Signal metal coverage by tile:
Drawn at 4 px/µm. The die is cut into 11 by 11 equal tiles; dark purple is low, yellow is high, scaled to the fullest tile. Values are wire area over tile area, all layers added.
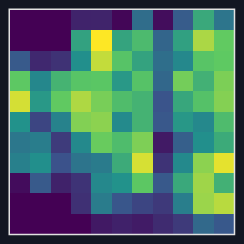
Cells colored by class:
Drawn at 10 px/µm.
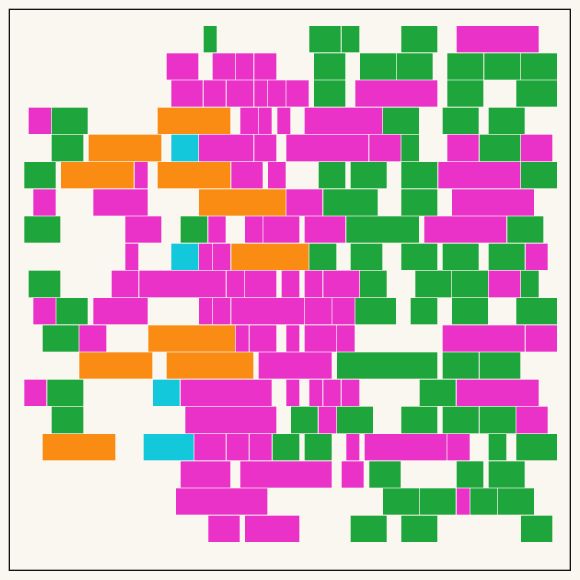
===== src/rtl/counter_arb.sv =====
// counter_arb: round-robin arbiter that lends one shared timeout counter to NUM_REQ requesters.
// Optional RUN-phase watchdog is compiled in with `define COUNTER_ARB_WATCHDOG_EN.
module counter_arb #(
  parameter int NUM_REQ     = 4,
  parameter int WIDTH       = 8,
  parameter int WDOG_CYCLES = 1024
) (
  input  logic                     clk,
  input  logic                     rst,
  input  logic [NUM_REQ-1:0]       req,
  input  logic [NUM_REQ*WIDTH-1:0] req_value,
  output logic [NUM_REQ-1:0]       grant,
  output logic [NUM_REQ-1:0]       done,
  output logic                     busy,
  output logic                     err,
  output logic                     cnt_load,
  output logic [WIDTH-1:0]         cnt_load_value,
  output logic                     cnt_enable,
  input  logic                     cnt_irq
);

  localparam int IDX_W = (NUM_REQ > 1) ? $clog2(NUM_REQ) : 1;
  localparam logic [IDX_W-1:0] LAST_INIT = IDX_W'(NUM_REQ - 1);

  typedef enum logic [1:0] {
    S_IDLE = 2'd0,
    S_LOAD = 2'd1,
    S_RUN  = 2'd2,
    S_DONE = 2'd3
  } state_t;

  state_t             r_state;
  state_t             w_state_next;
  logic [IDX_W-1:0]   r_idx;
  logic [IDX_W-1:0]   r_last_owner;
  logic [IDX_W-1:0]   w_pick;
  logic [IDX_W-1:0]   w_cand;
  logic               w_found;
  logic [NUM_REQ-1:0] w_pick_onehot;
  logic [NUM_REQ-1:0] r_grant;
  logic               w_abort;
  logic [WIDTH-1:0]   w_value [NUM_REQ];

  if (WDOG_CYCLES < 1) begin : g_wdog_cfg_check
    $error("counter_arb: WDOG_CYCLES must be at least 1");
  end

  for (genvar gi = 0; gi < NUM_REQ; gi++) begin : g_req
    assign w_value[gi]       = req_value[gi*WIDTH +: WIDTH];
    assign w_pick_onehot[gi] = (w_pick == IDX_W'(gi));
  end

  // Round-robin search: the most recent owner gets the lowest priority.
  always_comb begin
    w_found = 1'b0;
    w_pick  = r_last_owner;
    w_cand  = r_last_owner;
    for (int k = 1; k <= NUM_REQ; k++) begin
      w_cand = IDX_W'((int'(r_last_owner) + k) % NUM_REQ);
      if (!w_found && req[w_cand]) begin
        w_found = 1'b1;
        w_pick  = w_cand;
      end
    end
  end

  always_comb begin
    w_state_next   = r_state;
    busy           = 1'b1;
    cnt_load       = 1'b0;
    cnt_load_value = '0;
    cnt_enable     = 1'b0;
    done           = '0;
    case (r_state)
      S_IDLE: begin
        busy = 1'b0;
        if (w_found) w_state_next = S_LOAD;
      end
      S_LOAD: begin
        cnt_load       = 1'b1;
        cnt_load_value = w_value[r_idx];
        w_state_next   = S_RUN;
      end
      S_RUN: begin
        // Terminal count beats both the watchdog and a dropped request.
        cnt_enable = !cnt_irq;
        if (cnt_irq) w_state_next = S_DONE;
        else if (w_abort || !req[r_idx]) w_state_next = S_IDLE;
      end
      S_DONE: begin
        done         = r_grant;
        w_state_next = S_IDLE;
      end
      default: w_state_next = S_IDLE;
    endcase
  end

  always_ff @(posedge clk) begin
    if (rst) begin
      r_state      <= S_IDLE;
      r_idx        <= '0;
      r_last_owner <= LAST_INIT;
      r_grant      <= '0;
    end else begin
      r_state <= w_state_next;
      case (r_state)
        S_IDLE: begin
          if (w_found) begin
            r_idx   <= w_pick;
            r_grant <= w_pick_onehot;
          end
        end
        S_RUN: begin
          if (w_state_next == S_IDLE) begin
            r_grant <= '0;
            if (w_abort) r_last_owner <= r_idx;
          end
        end
        S_DONE: begin
          r_grant      <= '0;
          r_last_owner <= r_idx;
        end
        default: ;
      endcase
    end
  end

  assign grant = r_grant;

`ifdef COUNTER_ARB_WATCHDOG_EN
  localparam int WD_W = $clog2(WDOG_CYCLES + 1);

  logic [WD_W-1:0] r_wdog;
  logic            r_err;

  // Counts RUN cycles of the current owner; zero on the first RUN cycle.
  always_ff @(posedge clk) begin
    if (rst || r_state != S_RUN) r_wdog <= '0;
    else                         r_wdog <= r_wdog + 1'b1;
  end

  assign w_abort = (r_state == S_RUN) && !cnt_irq && (r_wdog == WD_W'(WDOG_CYCLES - 1));

  always_ff @(posedge clk) begin
    if (rst) r_err <= 1'b0;
    else     r_err <= w_abort;
  end

  assign err = r_err;
`else
  assign w_abort = 1'b0;
  assign err     = 1'b0;
`endif

endmodule


===== config.mk =====
export PLATFORM = sky130hd
export DESIGN_NAME = counter_arb
export DESIGN_NICKNAME = d
export VERILOG_FILES = /design/src/rtl/counter_arb.sv
export SDC_FILE = /design/constraint.sdc
export NUM_CORES = 1
export LEC_CHECK = 0
export CAP_MARGIN = 30
export CORE_UTILIZATION = 33
export CTS_CLUSTER_SIZE = 16
export DETAILED_ROUTE_END_ITERATION = 16
export GPL_TIMING_DRIVEN = 0
export PLACE_DENSITY = 0.76
export SLEW_MARGIN = 10
export SYNTH_ARGS = -nofsm -noshare
export SYNTH_HDL_FRONTEND = slang
export SYNTH_SLANG_ARGS = --single-unit

===== constraint.sdc =====
create_clock -name clk -period 1.6 [get_ports clk]
set_input_delay 0.16 -clock clk [delete_from_list [all_inputs] [get_ports clk]]
set_output_delay 0.16 -clock clk [all_outputs]
set_load 0.01 [all_outputs]

==> results.sh <==
# physical design summary
export IMPL_violations="negative setup slack"
export IMPL_yosysWarnings=0
export IMPL_syn_area_um2=961
export IMPL_rsz0062_at_grt="yes"
export IMPL_drt_met1_wl_um=1320
export IMPL_reg2reg_depth=7
export IMPL_power_leakage_uw=0.000779
export IMPL_cap_violations=0
export IMPL_final_seq_area_um2=213
export IMPL_first_global_vias=1087
export IMPL_min_to="r_state[0]"
export IMPL_finalSetupViolCount=12
export IMPL_die_area_um2=3130
export IMPL_clock_fmax_ghz=0.570
export IMPL_cts_tree="built"
export IMPL_cts_root_buf="clkbuf_4"
export IMPL_fin_setup_tns_ns=-1.32
export IMPL_n_all_inverters=4
export IMPL_reg2reg_from="r_idx[0]"
export IMPL_cp_startpoint="r_idx[0]"
export IMPL_switching_share_pct=31.6
export IMPL_nWellTaps=31
export IMPL_outcome="finished with violations"
export IMPL_dp_cells=190
export IMPL_htreeDepth=1
export IMPL_end_kind="flip-flop"
export IMPL_clkbuf_count=4
export IMPL_whs_path_depth=2
export IMPL_rr_endpoint="grant[2]"
export IMPL_post_cts_repair_setup_buffers=10
export IMPL_hpwl_um=2270
export IMPL_vdd_drop_max_v=0.000561
export IMPL_syn2layout_area_growth_pct=94.1
export IMPL_design_seq_count=10
export IMPL_io_pins=59
export IMPL_syn_inst=103
export IMPL_worst_slack_ns=-0.153
export IMPL_dominant_cells="logic gates"
export IMPL_wl_met2_um=1480
About 'signal metal coverage by tile':
- densest ninth of the die: center
- fullest tile: 0.35
- tiles over half the peak: 44%
- mean over tiles: 0.16
- nearly empty tiles: 12%

About 'cells colored by class':
- all other logic: magenta (cells 88; share of their area 48%)
- clock drivers and dummy loads: cyan (cells 4; share of their area 2.0%)
- flip-flops: orange (cells 10; share of their area 12%)
- other buffers and delay cells: green (cells 72; share of their area 38%)
design area: 1870 µm²
Core Region: 2760 µm²
sequential share of cell area: 11.4%

cells in the final DEF (no fill, tap or decap), drive strengths merged:
master,instances
buf,23
ha,5
clkbuf,5
a32o,1
and2,12
conb,1
a211o,2
mux2i,2
a311oi,1
o21bai,1
dfxtp,10
inv,4
nand2b,3
o22a,1
nand3b,1
or4,1
nor3,1
a21o,3
nand3,2
o21ai,4
dlygate4sd2,11
nor3b,1
nand2,4
clkdlybuf4s50,37
nor4b,1
mux4,9
a311o,1
nor2b,5
nor2,7
a21oi,11
nor4,1
a221oi,1
o2bb2ai,2
per-layer routing:
metal / track usage (%) / vias to the layer above
li1: - / 529
met2: 36.6 / 54
met3: 3.72 / 5
met5: 0 / -
met1: 24.4 / 512
met4: 5.23 / 0
critical path: cells and delay by family, from the launching register on:
family	cells	cell delay (ns)
AND-OR/OR-AND	3	0.62
flip-flops	1	0.36
multiplexers	1	0.33
buffers and inverters	2	0.24
AND/OR/NAND/NOR	1	0.11
cell families (layout without fill, tap and decap cells):
| logic type | Yosys count | count (layout) | share of synthesized area (%) |
|---|---|---|---|
| and+or+nand+nor | 39 | 39 | 24.2 |
| muxes | 11 | 11 | 23.2 |
| adders and majority gates | 5 | 5 | 6.51 |
| AOI/OAI and AO/OA | 28 | 28 | 20.8 |
| other | 1 | 1 | 0.390 |
| buffers and inverters | 9 | 80 | 4.04 |
| DFF | 10 | 10 | 20.8 |
metrics by stage:
stage          hold WS [ns]  setup slack, ns
4_1_cts               0.279           -0.174
6_report              0.270           -0.153
5_1_grt               0.320           -0.209
3_3_place_gp          0.461           -0.481
3_5_place_dp          0.473           -0.542
2_1_floorplan         0.366          -0.0499
flip-flops by register name, summed over array words and instances, names as in the netlist:
register      count
r_idx             2
r_state           2
grant             4
r_last_owner      2
